**src/rtl/sap_pkg.sv**
```systemverilog
// Shared constants and history-FIFO operation decode for the SAP bus capture slice.
package sap_pkg;

  localparam int SAP_BUS_W      = 8;
  localparam int SAP_HIST_DEPTH = 4;

  typedef enum logic [2:0] {
    OP_IDLE = 3'd0,
    OP_PUSH = 3'd1,
    OP_POP  = 3'd2,
    OP_SWAP = 3'd3,
    OP_DROP = 3'd4
  } fifo_op_e;

  // SWAP and DROP move both pointers; DROP is the full-without-pop case that loses data.
  function automatic fifo_op_e fifo_op(input logic push, input logic pop_ok, input logic full);
    fifo_op_e op;
    op = OP_IDLE;
    if (push && pop_ok) begin
      op = OP_SWAP;
    end else if (push && full) begin
      op = OP_DROP;
    end else if (push) begin
      op = OP_PUSH;
    end else if (pop_ok) begin
      op = OP_POP;
    end else begin
      op = OP_IDLE;
    end
    return op;
  endfunction

endpackage

```
**src/rtl/sap_capture_fifo.sv**
```systemverilog
// Circular history buffer that overwrites its oldest entry when pushed while full.
import sap_pkg::*;

module sap_capture_fifo #(
  parameter int WIDTH = SAP_BUS_W,
  parameter int DEPTH = SAP_HIST_DEPTH,
  localparam int PTR_W = $clog2(DEPTH),
  localparam int CNT_W = PTR_W + 1
) (
  input  logic             clk,
  input  logic             reset,
  input  logic             clr_i,
  input  logic             push_i,
  input  logic [WIDTH-1:0] wr_data_i,
  input  logic             pop_i,
  output logic [WIDTH-1:0] rd_data_o,
  output logic [CNT_W-1:0] count_o,
  output logic             empty_o,
  output logic             full_o,
  output logic             drop_o
);

  logic [WIDTH-1:0] mem_q [DEPTH];
  logic [PTR_W-1:0] wr_q, wr_d, rd_q, rd_d;
  logic [CNT_W-1:0] cnt_q, cnt_d;
  logic             we_s, empty_s, full_s;
  fifo_op_e         op_s;

  assign empty_s = (cnt_q == '0);
  assign full_s  = (cnt_q == CNT_W'(DEPTH));
  assign op_s    = fifo_op(push_i, pop_i & ~empty_s, full_s);

  // Pointer and count next-state; clear overrides any push or pop.
  always_comb begin
    wr_d   = wr_q;
    rd_d   = rd_q;
    cnt_d  = cnt_q;
    we_s   = 1'b0;
    drop_o = 1'b0;
    if (clr_i) begin
      wr_d  = '0;
      rd_d  = '0;
      cnt_d = '0;
    end else begin
      case (op_s)
        OP_PUSH: begin
          we_s  = 1'b1;
          wr_d  = wr_q + PTR_W'(1'b1);
          cnt_d = cnt_q + CNT_W'(1'b1);
        end
        OP_POP: begin
          rd_d  = rd_q + PTR_W'(1'b1);
          cnt_d = cnt_q - CNT_W'(1'b1);
        end
        OP_SWAP: begin
          we_s = 1'b1;
          wr_d = wr_q + PTR_W'(1'b1);
          rd_d = rd_q + PTR_W'(1'b1);
        end
        OP_DROP: begin
          we_s   = 1'b1;
          wr_d   = wr_q + PTR_W'(1'b1);
          rd_d   = rd_q + PTR_W'(1'b1);
          drop_o = 1'b1;
        end
        default: begin
          we_s = 1'b0;
        end
      endcase
    end
  end

  // Pointer and count state.
  always_ff @(posedge clk or posedge reset) begin
    if (reset) begin
      wr_q  <= '0;
      rd_q  <= '0;
      cnt_q <= '0;
    end else begin
      wr_q  <= wr_d;
      rd_q  <= rd_d;
      cnt_q <= cnt_d;
    end
  end

  // Storage array; contents are masked by empty after reset, so no reset is needed here.
  always_ff @(posedge clk) begin
    if (we_s) begin
      mem_q[wr_q] <= wr_data_i;
    end
  end

  assign rd_data_o = empty_s ? '0 : mem_q[rd_q];
  assign count_o   = cnt_q;
  assign empty_o   = empty_s;
  assign full_o    = full_s;

endmodule

```
**src/rtl/sap_bus_capture.sv**
```systemverilog
// SAP W-bus reader: OUT register, capture history FIFO and sticky fault/overrun flags.
import sap_pkg::*;

module sap_bus_capture #(
  parameter int WIDTH = SAP_BUS_W,
  parameter int DEPTH = SAP_HIST_DEPTH
) (
  input  logic                   clk,
  input  logic                   reset,
  input  logic [WIDTH-1:0]       w_bus,
  input  logic                   bus_oe,
  input  logic                   load,
  input  logic                   pop,
  input  logic                   clear,
  output logic [WIDTH-1:0]       out_reg,
  output logic [WIDTH-1:0]       hist_data,
  output logic [$clog2(DEPTH):0] hist_count,
  output logic                   empty,
  output logic                   full,
  output logic                   overrun,
  output logic                   bus_fault
);

  logic [WIDTH-1:0] out_reg_q, out_reg_d;
  logic             overrun_q, overrun_d;
  logic             fault_q, fault_d;
  logic             cap_s, float_s, drop_s;

  // Only a driven bus is a valid capture; a strobe on a floating bus is a fault.
  assign cap_s   = load & bus_oe;
  assign float_s = load & ~bus_oe;

  sap_capture_fifo #(
    .WIDTH (WIDTH),
    .DEPTH (DEPTH)
  ) u_fifo (
    .clk       (clk),
    .reset     (reset),
    .clr_i     (clear),
    .push_i    (cap_s),
    .wr_data_i (w_bus),
    .pop_i     (pop),
    .rd_data_o (hist_data),
    .count_o   (hist_count),
    .empty_o   (empty),
    .full_o    (full),
    .drop_o    (drop_s)
  );

  // Clear wipes the sticky flags and blocks capture but keeps the OUT register.
  always_comb begin
    out_reg_d = out_reg_q;
    overrun_d = overrun_q;
    fault_d   = fault_q;
    if (clear) begin
      overrun_d = 1'b0;
      fault_d   = 1'b0;
    end else begin
      if (cap_s) begin
        out_reg_d = w_bus;
      end else begin
        out_reg_d = out_reg_q;
      end
      if (drop_s) begin
        overrun_d = 1'b1;
      end else begin
        overrun_d = overrun_q;
      end
      if (float_s) begin
        fault_d = 1'b1;
      end else begin
        fault_d = fault_q;
      end
    end
  end

  // OUT register and sticky flag state.
  always_ff @(posedge clk or posedge reset) begin
    if (reset) begin
      out_reg_q <= '0;
      overrun_q <= 1'b0;
      fault_q   <= 1'b0;
    end else begin
      out_reg_q <= out_reg_d;
      overrun_q <= overrun_d;
      fault_q   <= fault_d;
    end
  end

  assign out_reg   = out_reg_q;
  assign overrun   = overrun_q;
  assign bus_fault = fault_q;

endmodule

```
**config.mk**
```make
export PLATFORM = sky130hd
export DESIGN_NAME = sap_bus_capture
export DESIGN_NICKNAME = d
export VERILOG_FILES = /design/src/rtl/sap_pkg.sv /design/src/rtl/sap_capture_fifo.sv /design/src/rtl/sap_bus_capture.sv
export SDC_FILE = /design/constraint.sdc
export NUM_CORES = 1
export LEC_CHECK = 0
export CAP_MARGIN = 40
export CORE_ASPECT_RATIO = 1.1
export CORE_MARGIN = 1.5
export CORE_UTILIZATION = 50
export CTS_CLUSTER_SIZE = 30
export DETAILED_ROUTE_END_ITERATION = 10
export GPL_ROUTABILITY_DRIVEN = 0
export GPL_TIMING_DRIVEN = 0
export PLACE_DENSITY = 0.78
export SETUP_SLACK_MARGIN = 0.4
export SYNTH_ARGS = -nofsm -noshare
export SYNTH_HDL_FRONTEND = slang
export SYNTH_SLANG_ARGS = --single-unit
```
**constraint.sdc**
```tcl
create_clock -name clk -period 2.6 [get_ports clk]
set_input_delay 0.26 -clock clk [delete_from_list [all_inputs] [get_ports clk]]
set_output_delay 0.26 -clock clk [all_outputs]
set_load 0.005 [all_outputs]
```
==> reports/results.txt, run 1 <==
Status -> completed
Top area cell types -> edfxtp_1 45%, dfrtp_1 20%, mux4_2 8.5%
Pre-antenna DRT Iters -> 4
Met2 Track Usage GR -> 33.22%
Post-DP HPWL -> 2689 um
Layout Area Growth over Synthesis -> 26.33%
Sequential cell count -> 49
Post-synth seq share -> 65.56%
Final hold vios -> 0
RSZ-0062 raised after global routing -> true
Main flop type -> edfxtp_1
Yosys warning total -> 0
Gr ovfl total -> 0
Final wirelength -> 3769 um
Nets -> 198
Placed Area -> 0.002530 sq mm
CP required -> 2.34 ns
Largest net degree at the start of global routing -> 18
Grt met3 use -> 5.246%
Slew HR -> 53.92%
Worst vdd ir -> 0.4052 mV
Port buffer count -> 35
Number of vias after detailed routing -> 1210
Fin crit share -> 84.90%
Top class by area -> sequential cells
Chip footprint -> 0.004629 sq mm
Wirelength per Cell -> 16.25 um
Max FFs per register -> 32
Comb gates -> 74
[run 1: cell usage in the layout (no fill, tap or decap), types with 2 or more instances in the layout]
cell,count
a21oi_1,3
and2_1,14
buf_2,2
buf_4,2
clkbuf_1,3
clkbuf_8,6
clkdlybuf4s50_1,35
dfrtp_1,15
dfrtp_2,2
edfxtp_1,32
ha_1,4
inv_1,5
mux2_2,8
mux4_2,8
nand2_1,3
nand2b_1,2
nand3b_1,2
nor2_1,9
nor2b_1,2
xnor2_1,3
[run 1: final timing paths]
path | startpoint | depth (start not counted) | endpoint | slack, ns
hold reg to reg | bus_fault | 2 | bus_fault | 0.51
min in group clk | pop | 4 | overrun | 0.48
setup / recovery | u_fifo.rd_q[0] | 4 | hist_data[3] | 0.39
hold / removal | reset | 2 | out_reg[6] | 0.36
setup reg to reg | u_fifo.count_o[1] | 7 | u_fifo.count_o[2] | 0.43
max in group asynchronous | reset | 2 | u_fifo.count_o[0] | 1.75
[run 1: power breakdown]
group / internal [W] / switching [W]
logic: 0.000537 / 0.000324
clock network: 0.000192 / 0.000237
registers: 0.000894 / 0.0000470
[run 1: kinds of logic after synthesis]
kind of cell,count (synthesis),share of synthesized area (%)
xor+xnor,4,1.657
mux,18,13.79
fa+ha+maj,5,3.314
flops,49,65.56
compound gates,8,2.663
buf+inv,12,2.603
simple gates,39,10.41
[run 1: worst max-delay path, stage by stage (launching register included)]
cell	delay [ns]
dfrtp_1	0.37
buf_8	0.16
mux4_2	0.51
and2_1	0.17
clkdlybuf4s50_1	0.43
[run 1: per-layer routing]
metal / part of all wire (%) / wire (um)
met2: 57 / 2158
met1: 38 / 1449
met3: 3.5 / 132
met4: 0.77 / 29
met5: 0 / 0
[run 1: repair_timing]
item                       4_1_cts  5_1_grt
setup endpoints to repair       10       11
gates resized                   11        2
buffers inserted                 2        0
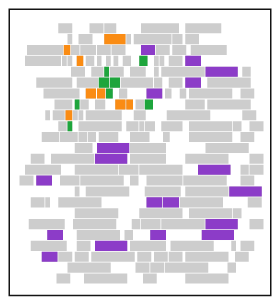
run_1/gate_families.png
(4 px per um)
Key: green = NAND gates [cells 8]; purple = multiplexers [cells 18]; orange = inverting AOI/OAI gates [cells 8]
logic share of the area: 25.81%
Top cell excl fill/tap: clkdlybuf4s50_1
Non-Filler Instances: 232

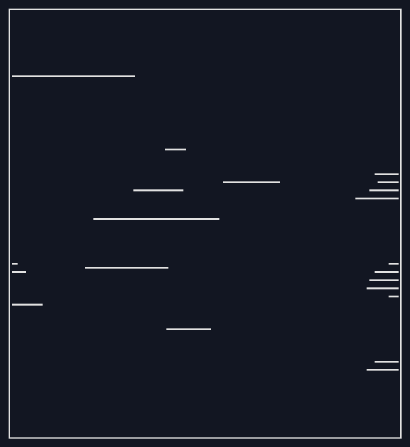
run_1/met3.png
(6 px per um)
The layer carries 133 um of wire. 18 nets have wire on it. The wires run mostly horizontal. The longest straight run is 20.7 um. The layer holds 3.5% of the routed length.

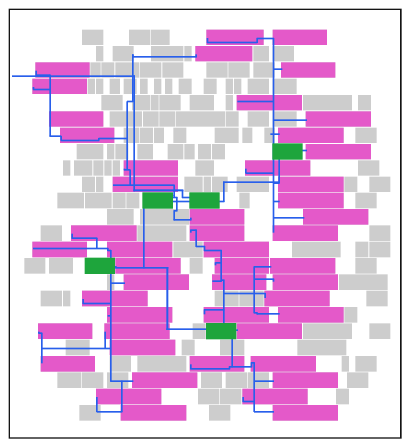
run_1/clock_map.png
(6 px per um)
Key: green = cells driving clock nets [count 5]; magenta = flip-flops [count 49]; blue = clock wires [length 467 um]
Position of the flops: widely spread. There are 6 routed clock nets.
latest clock arrival within the worst-skew pair: 0.29 ns
Clk power: 0.000429 W
clock skew: 0.005486 ns
Clock Power Share: 19.2%

run_1/metal_stack.png
(4 px per um)
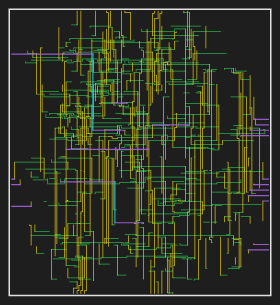

==> run 2, diff against run 1 <==
Settings changed: CORE_UTILIZATION 50 to 47, PLACE_DENSITY 0.78 to 0.77.
Clock period 2.6 ns to 1.8 ns, I/O delays scaled along.
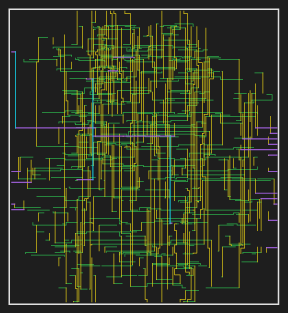
run_2/metal_stack.png
(4 px per um)
Key: green = met1 [wire length 1860 um]; cyan = met4 [wire length 66.0 um]; yellow = met2 [wire length 2500 um]; purple = met3 [wire length 110 um]

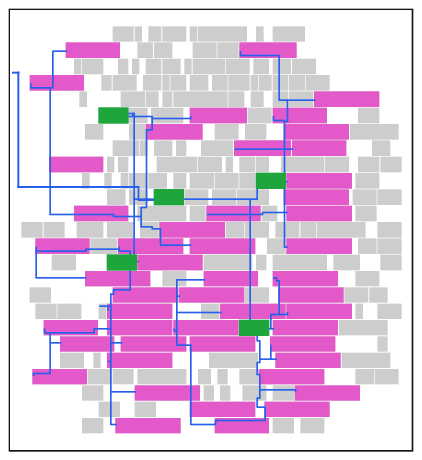
run_2/clock_map.png
(6 px per um)
Key: green = cells driving clock nets [count 5]; blue = clock wires [length 489 um]; magenta = flip-flops [count 49]
There are 6 routed clock nets.
Clock Power Share: 15.4%
clock skew: 0.003812 ns
Clk power: 0.000637 W
latest clock arrival within the worst-skew pair: 0.30 ns

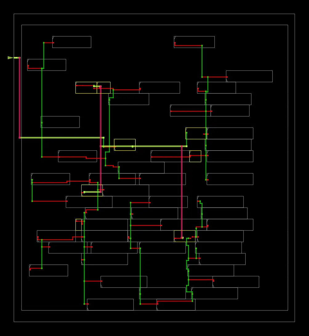
run_2/final_clocks.png
sequential cell count: 49
clock sink count: 49
layout clock buffer count: 5
CTS Buf Count: 5

==> run 2 against run 1 <==
Net effect:
- the flow now finishes with violations (setup timing)
- flip-flop count did not move
- total power increased by 85%
- critical path depth up 3
- register-to-register slack worse by 0.72 ns
- largest power group is now combinational cells
==> reports/results.txt, run 2 <==
Status -> finished, violations left
Pre-antenna DRT Iters -> 4 (unchanged)
Final hold vios -> 0 (unchanged)
Final wirelength -> 4535 um (+20%)
Worst R2R Start -> u_fifo.count_o[0]
Yosys warning total -> 0 (unchanged)
Top class by area -> sequential cells
Failing checks -> setup timing
Combinational Power Share -> 51.8% (+13 points)
Worst reg2reg path depth -> 7 (unchanged)
Nets -> 222 (+12%)
Combinational power -> 0.00215 W (+150%)
Sw Pwr -> 0.001171 W (+93%)
Slew HR -> 53.01% (-0.92 points)
Final setup fails -> 11
Top cell excl fill/tap -> edfxtp_1
RSZ-0062 raised after global routing -> true
Crit-path cells -> or3_4, buf_8, and3_4, fa_2, nor3b_4, nand3b_1, a31oi_1
Fin crit share -> 115.9%
Layout Area Growth over Synthesis -> 42.78%
Flop pwr share -> 32.8% (-9.4 points)
Internal power -> 0.002967 W (+83%)
Worst R2R End -> u_fifo.count_o[2]
CP Capture Type -> flop
Comb gates -> 74 (unchanged)
Sw Ratio -> 28.31% (+1.1 points)
Top area cell types -> edfxtp_1 45%, dfrtp_1 20%, mux4_2 8.5%
Non-Filler Instances -> 258 (+11%)
Wirelength per Cell -> 17.58 um (+8.2%)
Post-synth seq share -> 65.56% (unchanged)
Largest net degree at the start of global routing -> 18 (unchanged)
Max FFs per register -> 32 (unchanged)
Post-route setup slack -> -0.2860 ns
Post-DP HPWL -> 2687 um (about the same)
Met2 Track Usage GR -> 34.89% (+1.7 points)
Pwr top -> combinational cells
Chip footprint -> 0.004911 sq mm (+6.1%)
Slowest CP cell -> dfrtp_2
Logic share of the area -> 25.65% (-0.16 points)
R2R setup slack -> -0.29 ns (-0.72 ns)
Gr ovfl total -> 0 (unchanged)
Number of vias after detailed routing -> 1323 (+9.3%)
CP max FO -> 4
Port buffer count -> 35 (unchanged)
Main flop type -> edfxtp_1
run 2: cell counts after synthesis:
No cell type changed its count.
run 2: worst max-delay path, delay by kind of cell (launching register included):
family          cells  cell delay (ns)
buf+inv             1             0.13
compound gates      1             0.16
fa+ha+maj           1             0.37
simple gates        4             0.93
flops               1             0.42
run 2: worst max-delay path by stage:
stage,from,endpoint,depth (start not counted)
final,u_fifo.count_o[0],u_fifo.count_o[2],7
after global routing,u_fifo.count_o[0],u_fifo.count_o[2],7
after CTS,u_fifo.count_o[0],u_fifo.count_o[2],7
after detailed placement,load,u_fifo.mem_q[0][0],5
after global placement,load,u_fifo.mem_q[3][0],5
after floorplan,u_fifo.count_o[0],u_fifo.count_o[2],7
run 2: metrics by stage:
stage          utilization [%]  setup WS, ns  area (sq um)
4_1_cts                  67.91       -0.2777          2932
3_3_place_gp             59.42       -0.4234          2565
6_report                 69.94       -0.2860          3019
5_1_grt                  69.94       -0.3179          3019
3_5_place_dp             59.42       -0.5001          2565
2_1_floorplan                -       -0.2415          2147
run 2: cells by family (layout without fill, tap and decap cells):
logic type | count (synthesis) | after routing | share of synthesized area, %
flip-flops | 49 | 49 | 65.56
multiplexers | 18 | 18 | 13.79
buffers and inverters | 12 | 81 | 2.603
adder cells (fa/ha/maj) | 5 | 5 | 3.314
XOR/XNOR | 4 | 4 | 1.657
AND/OR/NAND/NOR | 39 | 39 | 10.41
AND-OR/OR-AND | 8 | 8 | 2.663
run 2: what timing repair did:
action	CTS	global route
setup buffers	21	4
setup endpoints to repair	54	27
gates resized	68	30
gates cloned	1	0
pin swaps	7	6
run 2: routing by layer:
metal / routed length [um] / vias up
met5: 0 / -
met4: 65 / 0
met3: 110 / 7
met2: 2496 / 26
li1: - / 623
met1: 1862 / 667
Power and IR drop assume default switching activity.
